**src/rtl/adder_selftest.sv**
```systemverilog
// adder_selftest: built-in self-test engine for a WIDTH-bit ripple adder.
// Sweeps every {opA,opB} pair (opA-major). Each vector gets SETTLE settle
// cycles and then one check cycle. Sum, carry-out and signed overflow are
// compared against a golden result. The engine counts mismatches and
// captures the first failing vector.
//
// Ports:
//   clk, reset       rising-edge clock, asynchronous active-high reset
//   start            one-cycle pulse; starts a sweep when idle or done
//   opA, opB         registered operands driven to the adder
//   sum, carryout,
//   overflow         adder responses under test
//   busy, done, pass sweep status (pass = done with zero mismatches)
//   err_count        mismatching vectors in the current or last sweep
//   fail_valid,
//   fail_a, fail_b   first failing vector
module adder_selftest #(
  parameter int WIDTH  = 4,
  parameter int SETTLE = 2
) (
  input  logic               clk,
  input  logic               reset,
  input  logic               start,
  output logic [WIDTH-1:0]   opA,
  output logic [WIDTH-1:0]   opB,
  input  logic [WIDTH-1:0]   sum,
  input  logic               carryout,
  input  logic               overflow,
  output logic               busy,
  output logic               done,
  output logic               pass,
  output logic [2*WIDTH:0]   err_count,
  output logic               fail_valid,
  output logic [WIDTH-1:0]   fail_a,
  output logic [WIDTH-1:0]   fail_b
);

  localparam int CW = (SETTLE > 1) ? $clog2(SETTLE) : 1;
  localparam logic [CW-1:0] LOAD = CW'(SETTLE - 1);

  typedef enum logic [1:0] {
    S_IDLE,
    S_SETTLE,
    S_CHECK,
    S_DONE
  } state_t;

  state_t          state;
  logic [CW-1:0]   settle_cnt;

  logic [WIDTH:0]  exp_full;
  logic            exp_v;
  logic            mismatch;
  logic            last_vec;

  // Golden result for the operands currently driven to the adder.
  always_comb begin
    exp_full = {1'b0, opA} + {1'b0, opB};
    exp_v    = (opA[WIDTH-1] == opB[WIDTH-1]) &&
               (exp_full[WIDTH-1] != opA[WIDTH-1]);
    mismatch = (sum != exp_full[WIDTH-1:0]) ||
               (carryout != exp_full[WIDTH]) ||
               (overflow != exp_v);
    last_vec = &{opA, opB};
  end

  always_ff @(posedge clk or posedge reset) begin
    if (reset) begin
      state      <= S_IDLE;
      settle_cnt <= '0;
      opA        <= '0;
      opB        <= '0;
      busy       <= 1'b0;
      done       <= 1'b0;
      pass       <= 1'b0;
      err_count  <= '0;
      fail_valid <= 1'b0;
      fail_a     <= '0;
      fail_b     <= '0;
    end else begin
      unique case (state)
        S_IDLE, S_DONE: begin
          if (start) begin
            opA        <= '0;
            opB        <= '0;
            err_count  <= '0;
            fail_valid <= 1'b0;
            fail_a     <= '0;
            fail_b     <= '0;
            done       <= 1'b0;
            pass       <= 1'b0;
            busy       <= 1'b1;
            settle_cnt <= LOAD;
            state      <= S_SETTLE;
          end
        end
        S_SETTLE: begin
          if (settle_cnt == '0) begin
            state <= S_CHECK;
          end else begin
            settle_cnt <= settle_cnt - CW'(1);
          end
        end
        S_CHECK: begin
          if (mismatch) begin
            err_count <= err_count + (2*WIDTH+1)'(1);
            if (!fail_valid) begin
              fail_valid <= 1'b1;
              fail_a     <= opA;
              fail_b     <= opB;
            end
          end
          if (last_vec) begin
            // pass must include a mismatch on the final vector, which is
            // not yet reflected in the registered err_count.
            busy  <= 1'b0;
            done  <= 1'b1;
            pass  <= (err_count == '0) && !mismatch;
            state <= S_DONE;
          end else begin
            {opA, opB} <= {opA, opB} + (2*WIDTH)'(1);
            settle_cnt <= LOAD;
            state      <= S_SETTLE;
          end
        end
        default: state <= S_IDLE;
      endcase
    end
  end

endmodule

```
**config.mk**
```make
export PLATFORM = sky130hd
export DESIGN_NAME = adder_selftest
export DESIGN_NICKNAME = d
export VERILOG_FILES = /design/src/rtl/adder_selftest.sv
export SDC_FILE = /design/constraint.sdc
export NUM_CORES = 1
export LEC_CHECK = 0
export ABC_AREA = 1
export CAP_MARGIN = 20
export CORE_UTILIZATION = 30
export CTS_BUF_LIST = sky130_fd_sc_hd__clkbuf_4
export DETAILED_ROUTE_END_ITERATION = 12
export SLEW_MARGIN = 0
export SYNTH_ARGS = -nofsm -noshare
export SYNTH_HDL_FRONTEND = slang
export SYNTH_SLANG_ARGS = --single-unit
```
**constraint.sdc**
```tcl
create_clock -name clk -period 2.3 [get_ports clk]
set_clock_uncertainty 0.15 [all_clocks]
set_input_delay 0.46 -clock clk [delete_from_list [all_inputs] [get_ports clk]]
set_output_delay 0.46 -clock clk [all_outputs]
set_load 0.1 [all_outputs]
```
Run 1, gate families picked out:
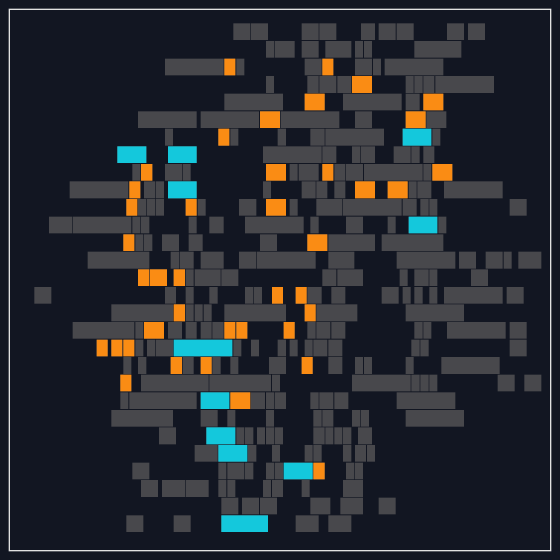
color	family	cells	most used
cyan	fa/ha/maj cells	11	ha_1
orange	aoi and oai cells	40	a21oi_1
tally of non-filler cells in the final layout: 380
most common cell after layout, fill and taps aside: nand2_1

Run 1, routed clock nets over the placement:
Scale bar: 20 µm.
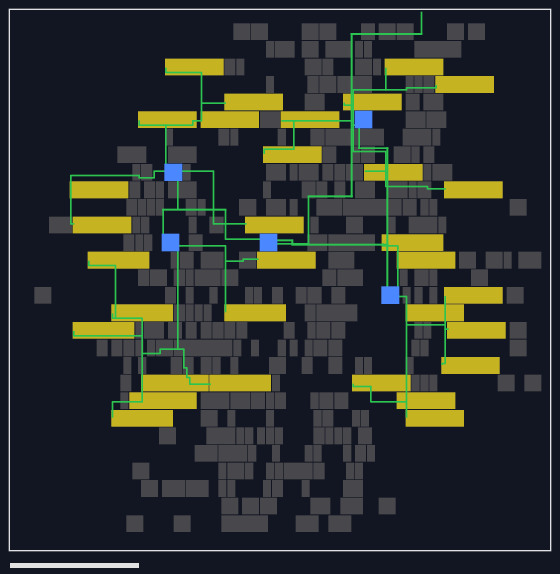
[yellow] flip-flops | count: 32
[green] clock wires | length: 463 µm
[blue] clock drivers | count: 5
routed clock nets	6
clock network power consumption: 0.318 mW
Late-Pin Clk Latency: 340 ps
clock group share of total power: 12.5%

==> results.json, run 1 <==
{
  "run_status": "finished, violations left",
  "failing_checks": "negative setup slack",
  "met3_wirelength_um": 159,
  "gr-total-overflow": 0,
  "netlist_instances": 254,
  "chipHeight_um": 83.6,
  "slowest_stage_cell_cp": "dfrtp_4",
  "synth_top_area_share_pct": 40.1,
  "number_of_well_taps": 77,
  "seq_area_share_pct": 31.2,
  "synth-seq-cells": 32,
  "core_area_um2": 6390,
  "ys_top_cells_by_count": "71 x nand2_1, 32 x dfrtp_1, 32 x inv_1",
  "synth_xor_xnor_area_share_pct": 2.19,
  "yosysTopAreaCell": "dfrtp_1",
  "remaining_drc_errors": 0,
  "yosysWarnings": 0,
  "hold_path_startpoint": "fail_b[3]",
  "startpoint_of_the_worst_slack_reg_to_reg_timing_path": "opB[0]",
  "cp_common_cell": "nand2_1",
  "net_switching_component_of_the_power_mw": 1.28,
  "cts.clk_slew.worst_paths_ps": 110,
  "top_cells_excl_fill_tap": "63 x nand2_1, 35 x buf_4, 32 x inv_1",
  "hold-worst-slack_ps": 333,
  "syn-mean-instance-area_um2": 7.87,
  "dp.cells": 368,
  "placedInstanceArea_um2": 2440,
  "drv_cap": 0,
  "place_ws_ps": 13.5,
  "power_density_nw_per_um2": 977,
  "timing.critical_path.slowest_cell_delay_ps": 510,
  "met2_length_um": 2170,
  "synthToLayoutAreaGrowth_pct": 30.9,
  "ctsResizeCount": 1,
  "startpoint_of_the_worst_setup_timing_path": "opB[0]",
  "cts.sinks": 32,
  "detailedRoute.firstIterationViolations": 157,
  "postSynthSeqShare_pct": 40.1,
  "num-nonclk-buffers": 49,
  "io_pins": 38,
  "comb-cell-share_pct": 40.6,
  "synth-async-reset-ratio_pct": 100,
  "synth.cellmix.compoundShare_pct": 11.6,
  "grt_antenna_before_repair": 0,
  "reg2reg_end": "fail_valid",
  "cts_made_buffers": 5,
  "grt_busiest_layer": "met2",
  "timing.reg2reg.worst_path_depth": 14,
  "critPathBufInv": 2,
  "postRouteAntennaNets": 0,
  "synth-adder-area-share_pct": 7.26,
  "setup_tns_after_final_layout_ps": -155,
  "dieWidth_um": 83.6,
  "largest_cells_by_area_after_synthesis": "dfrtp_1 40%, nand2_1 13%, ha_1 6.3%",
  "hold_path_depth": 2,
  "edf_count": 0,
  "whs_endpoint": "fail_b[3]",
  "final_period_minus_worst_setup_slack_ps": 2330,
  "setup_repair_after_global_routing_missed_its_margin": "yes",
  "largestClassByArea": "combinational gates",
  "postSynth.topFlopCell": "dfrtp_1",
  "post_cts_buffers": 0,
  "placement_rows": 29,
  "vias_per_cell": 4.73,
  "num-clock-buffers": 6,
  "setup.worst_path.end_class": "flop",
  "critPathKind": "reg -> reg",
  "postLayoutSetupSlackWorst_ps": -30.9,
  "hold_class": "reg -> reg",
  "placement.io_buffers": 37,
  "yosys.cell_count.top_type": "nand2_1",
  "ys_top_logic_family": "simple AND/OR/NAND/NOR gates",
  "achievable-frequency_mhz": 429,
  "n_multi_input_combinational_cell": 180,
  "vdd_ir_drop_max_mv": 0.687,
  "ys_sh_simple_pct": 28.9,
  "setup.worst_path.end": "fail_valid",
  "synth-cells-yosys": 254,
  "timing.final.crit_share_pct": 101,
  "mi_logic_area_um2": 1060,
  "gpl.final_weighted_congestion": 0.853,
  "worstMarginPinSlew_ps": 400,
  "area.sequential_um2": 817,
  "comb_power_share_pct": 59.3,
  "report.final.hold_viol_count": 0,
  "clock_tree_area_fraction_pct": 2.01,
  "top_fanout_value_on_the_critical_path": 5,
  "chip_area_um2": 6990,
  "grt_use_met2_pct": 21.1,
  "muxShareOfSynthArea_pct": 0,
  "synthesis.nets": 274,
  "r2r_setup_slack_ps": -30,
  "report.power.total_mw": 2.55,
  "warning_count": 32,
  "leakage_nw": 1.32,
  "largest_delay_contributor_family_on_the_critical_path": "simple AND/OR/NAND/NOR gates",
  "yosys-stat-area_um2": 2000,
  "cp_data_required_time_ps": 2420,
  "grt_pass1_vias": 1643,
  "routedLengthMet1_um": 2270,
  "layout-drive-gt1-share_pct": 29.0,
  "tritoncts": "built",
  "critical_path_cell_count": 14,
  "fp_util_pct": 31.3,
  "met1_usage_grt_pct": 19.9,
  "drt_pre_antenna_iters": 4,
  "inverters": 34,
  "layout.sequential_cells": 32,
  "max-clock-path-buffers": 2,
  "globalRouteMet3Util_pct": 3.17,
  "data_arrival_critical_path_ps": 2450,
  "timing.final.max_slew_violations": 0,
  "grt_start_max_net_pins": 33,
  "layout.cell_area.non_filler_um2": 2620,
  "clk_root_buffer_cell": "clkbuf_4",
  "utilization_pct": 40.9,
  "grt_pass1_wl_um": 8000,
  "highest-signal-layer": "met4",
  "critical_path.cell_chain": "ha_4 -> fa_1 -> inv_1 -> nand2_1 -> nand3b_1 -> nand2_1 -> nor2_1 -> nand2_1 -> nor2_2 -> nand2_2 -> nand2_4 -> clkbuf_16 -> nand2_1 -> o21ai_2",
  "cts_hold_buf": 0,
  "critical_path_source_type": "flop",
  "place.detailed.hpwl_um": 3430,
  "syn-cell-area_um2": 2000,
  "power_frac_seq_pct": 28.3,
  "setup_violations": 13,
  "fillCellCount": 652,
  "max-slew-margin-rel_pct": 73.3,
  "power.internal_mw": 1.27,
  "switching_share_pct": 50.2,
  "buf_share_pct": 17.4
}
Run 1, metal layers overlaid:
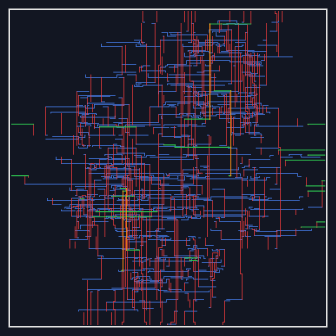
color	layer	wire length
orange	metal 4	85.0 µm
green	metal 3	159 µm
blue	metal 1	2270 µm
red	metal 2	2170 µm
Routed Wire Length: 4690 µm
total routing resource utilization after global routing: 14.2%
routed vias: 1798
routed wire length per instance: 12.3 µm

==> run 1: sequential cells by signal, summed over array words and instances (netlist names) <==
signal and count:
fail_valid 1, pass 1, settle_cnt 1, opA 4, opB 4, fail_b 4, state 2, fail_a 4
err_count 9, done 1, busy 1
==> run 1: power groups by stage <==
stage | Clock (mW) | Sequential, mW | Combinational, mW
2_1_floorplan | 0 | 1.09 | 0.649
3_3_place_gp | 0 | 0.730 | 1.28
3_5_place_dp | 0 | 0.733 | 1.30
4_1_cts | 0.327 | 0.722 | 1.30
5_1_grt | 0.353 | 0.738 | 1.67
6_report | 0.318 | 0.723 | 1.51
==> run 1: tightest hold or removal path: cells and delay by family, from the launching register on <==
| family | cells | cell delay [ps] |
|---|---|---|
| DFF | 1 | 350 |
| and+or+nand+nor | 2 | 100 |
Run 1, port wiring:
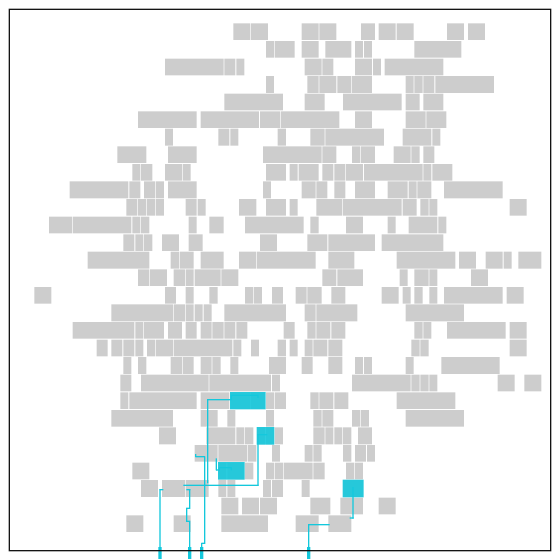

==> run 1 -> run 2 <==
--- a/config.mk
+++ b/config.mk
@@ -10,6 +10,7 @@
 export CORE_UTILIZATION = 30
 export CTS_BUF_LIST = sky130_fd_sc_hd__clkbuf_4
 export DETAILED_ROUTE_END_ITERATION = 12
+export PLACE_DENSITY = 0.48
 export SLEW_MARGIN = 0
 export SYNTH_ARGS = -nofsm -noshare
 export SYNTH_HDL_FRONTEND = slang
Run 2, port wiring:
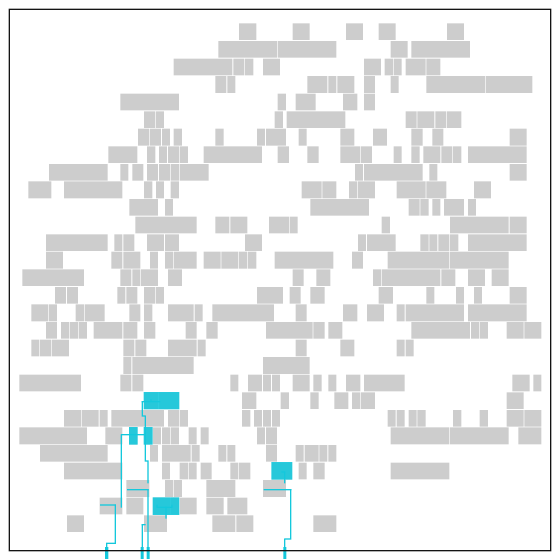
color	port	bits	direction	end cells	buffers	wire
cyan	sum	4	input	7	4	79.0 µm
count of port buffers added during placement: 37
num ports: 38

Run 2, gate families picked out:
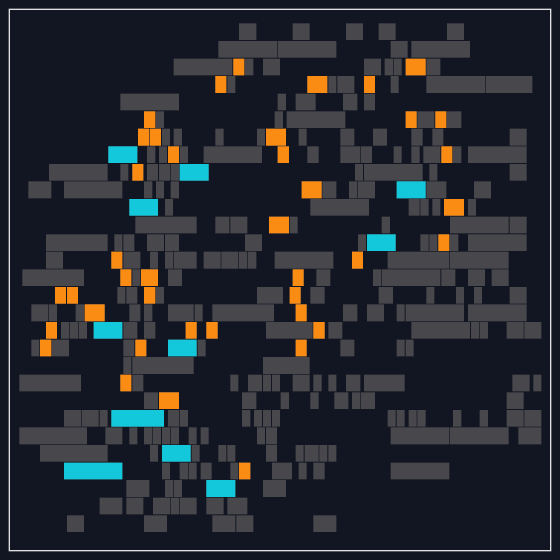
color	family	cells	most used
cyan	fa/ha/maj cells	11	ha_1
orange	aoi and oai cells	40	a21oi_1
tally of non-filler cells in the final layout: 378
combinational share of cell area: 40.4%

Run 2, routed clock nets over the placement:
Scale bar: 20 µm.
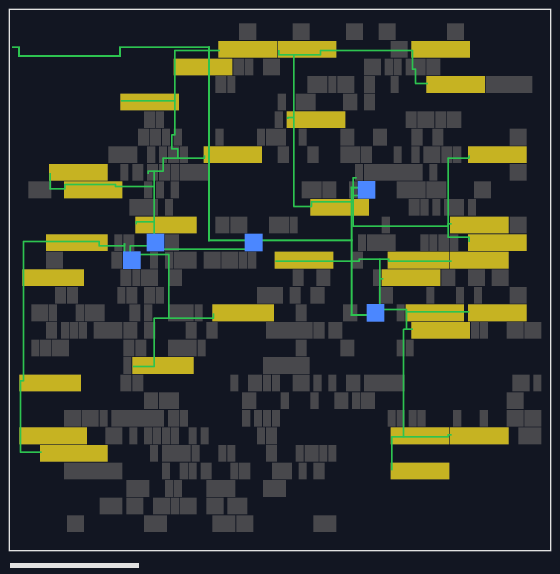
[blue] clock drivers | count: 5
[yellow] flip-flops | count: 32
[green] clock wires | length: 499 µm
routed clock nets	6
flops lie	spread over the die
Late-Pin Clk Latency: 330 ps
clock group share of total power: 12.9%
clock network power consumption: 0.313 mW

==> run 2 against run 1 <==
The run still ends with negative setup slack left. Flip-flop count did not move. Die area unchanged. Global-route usage rose by 0.52 points. Final cell count down 0.53%. Critical path type unchanged. Largest cell class unchanged. Largest power group unchanged. Highest routed layer unchanged.
==> results.json, run 2 <==
{
  "highest-signal-layer": "met4",
  "startpoint_of_the_worst_slack_reg_to_reg_timing_path": "opB[0]",
  "globalRouteMet3Util_pct": 3.46,
  "flip_flop_count_of_the_largest_register_after_layout": 9,
  "top_fanout_value_on_the_critical_path": 10,
  "ys_top_cells_by_count": "71 x nand2_1, 32 x dfrtp_1, 32 x inv_1",
  "worstMarginPinSlew_ps": 436,
  "dp.cells": 369,
  "critical_path_cell_count": 12,
  "largest_delay_contributor_family_on_the_critical_path": "adder cells",
  "clk_root_buffer_cell": "clkbuf_4",
  "place.detailed.hpwl_um": 3590,
  "core_area_um2": 6390,
  "registers.top_by_ff_count": "err_count",
  "timing.reg2reg.worst_path_depth": 12,
  "critical_path.cell_chain": "ha_4 -> fa_2 -> nand2_1 -> nand2_1 -> nand3_1 -> nor2_1 -> nand2_1 -> nor2_2 -> nand2_2 -> nand2_4 -> clkbuf_16 -> o21ai_1",
  "met1_usage_grt_pct": 20.5,
  "wl_per_cell_um": 12.8,
  "n_antenna_cell": 0,
  "synth-seq-cells": 32,
  "grt_pass1_wl_um": 8310,
  "power_density_nw_per_um2": 954,
  "place_ws_ps": 10.9,
  "synth-cells-yosys": 254,
  "top_cells_excl_fill_tap": "66 x nand2_1, 35 x buf_4, 32 x inv_1",
  "synthToLayoutAreaGrowth_pct": 28.0,
  "comb_power_share_pct": 57.6,
  "placedInstanceArea_um2": 2460,
  "layout.cells.most_common": "nand2_1",
  "grt_pass1_vias": 1697,
  "leakage_nw": 1.29,
  "slowest_stage_cell_cp": "fa_2",
  "warning_count": 32,
  "report.power.total_mw": 2.44,
  "syn-mean-instance-area_um2": 7.87,
  "hold-worst-slack_ps": 333,
  "power.internal_mw": 1.18,
  "run_status": "finished, violations left",
  "grt_start_max_net_pins": 33,
  "whs_endpoint": "fail_a[2]",
  "hold_class": "reg -> reg",
  "net_switching_component_of_the_power_mw": 1.26,
  "synth-async-reset-ratio_pct": 100,
  "startpoint_of_the_worst_setup_timing_path": "opB[0]",
  "final_period_minus_worst_setup_slack_ps": 2310,
  "chip_area_um2": 6990,
  "yosysWarnings": 0,
  "cts.sinks": 32,
  "yosysUniqueCellTypes": 32,
  "setup_violations": 1,
  "postRouteAntennaNets": 0,
  "layout-drive-gt1-share_pct": 26.6,
  "setup_tns_after_final_layout_ps": -7.73,
  "ctsResizeCount": 2,
  "synthesis.nets": 274,
  "hold_path_depth": 2,
  "power_frac_seq_pct": 29.6,
  "netlist_instances": 254,
  "postLayoutSetupSlackWorst_ps": -7.73,
  "htree_levels": 2,
  "grt_antenna_before_repair": 0,
  "r2r_setup_slack_ps": -8,
  "data_arrival_critical_path_ps": 2380,
  "utilization_pct": 40.0,
  "fp_util_pct": 31.3,
  "dieWidth_um": 83.6,
  "yosys-stat-area_um2": 2000,
  "yosysTopAreaCell": "dfrtp_1",
  "critical_path_source_type": "flop",
  "critPathKind": "reg -> reg",
  "layout.cell_area.non_filler_um2": 2560,
  "gpl.final_weighted_congestion": 0.793,
  "syn-cell-area_um2": 2000,
  "via_count": 1773,
  "synth_top_area_share_pct": 40.1,
  "postSynthSeqShare_pct": 40.1,
  "cts.clk_slew.worst_paths_ps": 100,
  "cp_common_cell": "nand2_1",
  "cp_data_required_time_ps": 2370,
  "gr-total-overflow": 0,
  "vdd_ir_drop_max_mv": 0.680,
  "max-slew-margin-rel_pct": 70.9,
  "setup.worst_path.end": "err_count[1]",
  "vias_per_cell": 4.69,
  "setup_repair_after_global_routing_missed_its_margin": "yes",
  "timing.final.max_slew_violations": 0,
  "remaining_drc_errors": 0,
  "routed_wirelength_um": 4850,
  "setup.worst_path.end_class": "flop",
  "failing_checks": "negative setup slack",
  "cts_hold_buf": 0,
  "grt_use_met2_pct": 23.2,
  "power_top_consumer": "combinational logic",
  "met2_length_um": 2160,
  "timing.critical_path.slowest_cell_delay_ps": 520,
  "yosys.cell_count.top_type": "nand2_1",
  "grt_busiest_layer": "met2",
  "power_of_the_sequential_group_mw": 0.722,
  "globalRouteTotalUtil_pct": 14.8,
  "routedLengthMet1_um": 2410,
  "edf_count": 0,
  "report.final.hold_viol_count": 0,
  "pg_comb_mw": 1.40,
  "placement_rows": 29,
  "largest_cells_by_area_after_synthesis": "dfrtp_1 40%, nand2_1 13%, ha_1 6.3%",
  "finish.net_count": 320,
  "chipHeight_um": 83.6,
  "achievable-frequency_mhz": 433,
  "cts_made_buffers": 5,
  "drv_cap": 0,
  "timing.final.crit_share_pct": 100,
  "switching_share_pct": 51.7,
  "drt_pre_antenna_iters": 4,
  "hold_path_startpoint": "fail_a[2]",
  "met3_wirelength_um": 221,
  "post_cts_buffers": 0,
  "max-clock-path-buffers": 2,
  "postSynth.topFlopCell": "dfrtp_1",
  "tritoncts": "built",
  "detailedRoute.firstIterationViolations": 101,
  "reg2reg_end": "err_count[1]",
  "critPathBufInv": 1
}
[run 2: logic make-up (layout without fill, tap and decap cells)]
| family | Yosys count | count (layout) | synth area share (%) |
|---|---|---|---|
| AND/OR/NAND/NOR | 124 | 124 | 28.9 |
| buffers and inverters | 42 | 89 | 9.89 |
| AND-OR/OR-AND | 40 | 40 | 11.6 |
| flip-flops | 32 | 32 | 40.1 |
| adder cells (fa/ha/maj) | 11 | 11 | 7.26 |
| XOR/XNOR | 5 | 5 | 2.19 |
[run 2: final cells by class]
type                    count  area (µm²)
clock buffers               5        37.5
clock inverters             3        13.8
fillers                   685        3830
inverters                  34         133
multi-input cells         180        1030
flip-flops and latches     32         817
well taps                  77        96.3
repair buffers             47         428
[run 2: tightest hold or removal path: stages (launching register included)]
cell and delay, ps:
dfrtp_1 360, nand2_1 50, nand2_1 40
==> run 2 -> run 3 <==
--- a/config.mk
+++ b/config.mk
@@ -6,6 +6,7 @@
 export NUM_CORES = 1
 export LEC_CHECK = 0
 export ABC_AREA = 1
+export ABC_CLOCK_PERIOD_IN_PS = 2300
 export CAP_MARGIN = 20
 export CORE_UTILIZATION = 30
 export CTS_BUF_LIST = sky130_fd_sc_hd__clkbuf_4
Run 3, metal layers overlaid:
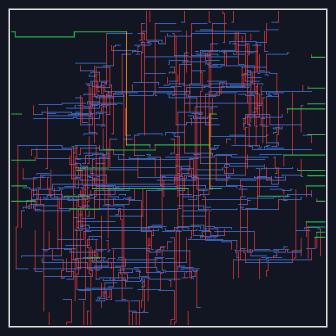
color	layer	wire length
blue	metal 1	2410 µm
red	metal 2	2160 µm
green	metal 3	222 µm
orange	metal 4	49.6 µm
Routed Wire Length: 4850 µm
routed vias: 1773
total routing resource utilization after global routing: 14.8%

Run 3, port wiring:
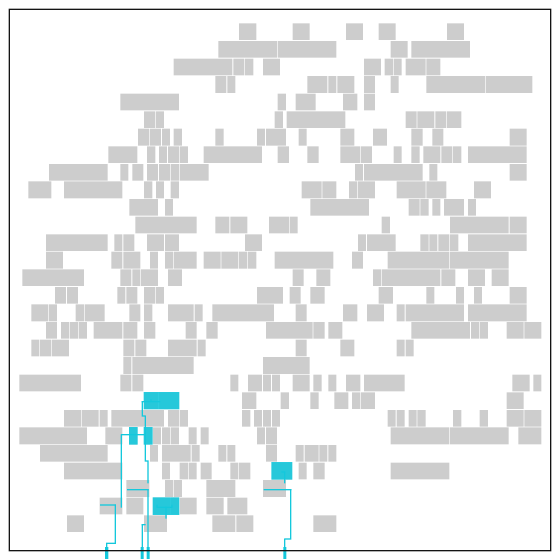
color	port	bits	direction	end cells	buffers	wire
cyan	sum	4	input	7	4	79.0 µm

Run 3, gate families picked out:
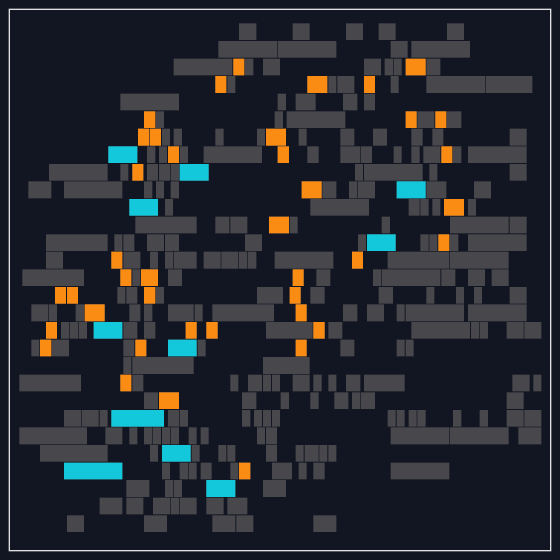
color	family	cells	most used
orange	aoi and oai cells	40	a21oi_1
cyan	fa/ha/maj cells	11	ha_1

==> run 3 against run 2 <==
Cell area unchanged. Largest power group unchanged. Power stayed put. Count of clock-buffer cells in the layout unchanged. Critical endpoint unchanged. First-iteration DRC count is the same. The flow still finishes with violations (negative setup slack). Worst setup slack did not move.
==> results.json, run 3 <==
{
  "gpl.final_weighted_congestion": 0.793,
  "yosysWarnings": 0,
  "grt_start_max_net_pins": 33,
  "n_multi_input_combinational_cell": 180,
  "postLayoutSetupSlackWorst_ps": -7.73,
  "grt_antenna_before_repair": 0,
  "vdd_ir_drop_max_mv": 0.680,
  "gr-total-overflow": 0,
  "seq_area_share_pct": 31.9,
  "io_pins": 38,
  "wl_per_cell_um": 12.8,
  "post_cts_buffers": 0,
  "power.internal_mw": 1.18,
  "grt_pass1_wl_um": 8310,
  "cts.clk_slew.worst_paths_ps": 100,
  "flip_flop_count_of_the_largest_register_after_layout": 9,
  "synth-async-reset-ratio_pct": 100,
  "core_area_um2": 6390,
  "buf_share_pct": 16.7,
  "startpoint_of_the_worst_slack_reg_to_reg_timing_path": "opB[0]",
  "clk_latency_ps": 330,
  "final_period_minus_worst_setup_slack_ps": 2310,
  "drv_cap": 0,
  "place.detailed.hpwl_um": 3590,
  "syn-cell-area_um2": 2000,
  "synth_top_area_share_pct": 40.1,
  "critical_path.cell_chain": "ha_4 -> fa_2 -> nand2_1 -> nand2_1 -> nand3_1 -> nor2_1 -> nand2_1 -> nor2_2 -> nand2_2 -> nand2_4 -> clkbuf_16 -> o21ai_1",
  "grt_pass1_vias": 1697,
  "hold-worst-slack_ps": 333,
  "num-clock-buffers": 5,
  "power_density_nw_per_um2": 954,
  "syn-mean-instance-area_um2": 7.87,
  "synth-cells-yosys": 254,
  "registers.top_by_ff_count": "err_count",
  "finish.net_count": 320,
  "synth-adder-area-share_pct": 7.26,
  "fillCellCount": 685,
  "report.power.total_mw": 2.44,
  "critical_path_source_type": "flop",
  "largest_cells_by_area_after_synthesis": "dfrtp_1 40%, nand2_1 13%, ha_1 6.3%",
  "layout-drive-gt1-share_pct": 26.6,
  "clk_root_buffer_cell": "clkbuf_4",
  "synth-seq-cells": 32,
  "num-nonclk-buffers": 47,
  "cp_common_cell": "nand2_1",
  "chipHeight_um": 83.6,
  "setup_repair_after_global_routing_missed_its_margin": "yes",
  "dp.cells": 369,
  "layout.sequential_cells": 32,
  "n_antenna_cell": 0,
  "setup_tns_after_final_layout_ps": -7.73,
  "placedInstanceArea_um2": 2460,
  "data_arrival_critical_path_ps": 2380,
  "inverters": 34,
  "postSynthSeqShare_pct": 40.1,
  "yosysUniqueCellTypes": 32,
  "htree_levels": 2,
  "pg_comb_mw": 1.40,
  "power_top_consumer": "combinational logic",
  "fp_util_pct": 31.3,
  "tritoncts": "built",
  "reg2reg_end": "err_count[1]",
  "r2r_setup_slack_ps": -8,
  "timing.final.crit_share_pct": 100,
  "number_of_well_taps": 77,
  "cts_hold_buf": 0,
  "failing_checks": "negative setup slack",
  "max-clock-path-buffers": 2,
  "area.sequential_um2": 817,
  "ys_top_logic_family": "simple AND/OR/NAND/NOR gates",
  "power_frac_seq_pct": 29.6,
  "netlist_instances": 254,
  "critPathBufInv": 1,
  "pwr-share-clk_pct": 12.9,
  "critPathKind": "reg -> reg",
  "muxShareOfSynthArea_pct": 0,
  "critical_path_cell_count": 12,
  "mi_logic_area_um2": 1030,
  "worstMarginPinSlew_ps": 436,
  "synth.cellmix.compoundShare_pct": 11.6,
  "comb-cell-share_pct": 40.4,
  "run_status": "finished, violations left",
  "warning_count": 32,
  "vias_per_cell": 4.69,
  "drt_pre_antenna_iters": 4,
  "cp_data_required_time_ps": 2370,
  "slowest_stage_cell_cp": "fa_2",
  "detailedRoute.firstIterationViolations": 101,
  "clock_tree_area_fraction_pct": 2.01,
  "startpoint_of_the_worst_setup_timing_path": "opB[0]",
  "yosys.cell_count.top_type": "nand2_1",
  "timing.reg2reg.worst_path_depth": 12,
  "ctsResizeCount": 2,
  "power_of_the_sequential_group_mw": 0.722,
  "layout.cell_area.non_filler_um2": 2560,
  "fin_cells": 378,
  "synthesis.nets": 274,
  "top_fanout_value_on_the_critical_path": 10,
  "cts.sinks": 32,
  "max-slew-margin-rel_pct": 70.9,
  "largest_delay_contributor_family_on_the_critical_path": "adder cells",
  "remaining_drc_errors": 0,
  "placement_rows": 29,
  "top_cells_excl_fill_tap": "66 x nand2_1, 35 x buf_4, 32 x inv_1",
  "setup_violations": 1,
  "clock_network_power_consumption_mw": 0.313,
  "leakage_nw": 1.29,
  "yosysTopAreaCell": "dfrtp_1",
  "synth_xor_xnor_area_share_pct": 2.19,
  "cts_made_buffers": 5,
  "hold_class": "reg -> reg",
  "setup.worst_path.end_class": "flop",
  "setup.worst_path.end": "err_count[1]",
  "net_switching_component_of_the_power_mw": 1.26,
  "place_ws_ps": 10.9,
  "dieWidth_um": 83.6,
  "postRouteAntennaNets": 0,
  "timing.final.max_slew_violations": 0,
  "switching_share_pct": 51.7,
  "edf_count": 0,
  "comb_power_share_pct": 57.6
}
[run 3: cell counts after synthesis]
No cell type changed its count.
[run 3: layer usage]
| layer | vias to the layer above | global-route usage [%] | part of all wire (%) |
|---|---|---|---|
| li1 | 920 | - | - |
| met1 | 810 | 20.5 | 50 |
| met2 | 38 | 23.2 | 45 |
| met3 | 5 | 3.46 | 4.6 |
| met4 | 0 | 3.70 | 1.0 |
| met5 | - | 0 | 0 |
[run 3: worst min path at each step]
stage	startpoint	endpoint	slack, ps	cells after the start
3_3_place_gp	fail_a[2]	fail_a[2]	310	2
5_1_grt	fail_b[3]	fail_b[3]	380	2
2_1_floorplan	settle_cnt	settle_cnt	300	2
6_report	fail_a[2]	fail_a[2]	330	2
3_5_place_dp	fail_a[2]	fail_a[2]	310	2
4_1_cts	fail_a[2]	fail_a[2]	340	2
Power is estimated from default activity; no workload was simulated.
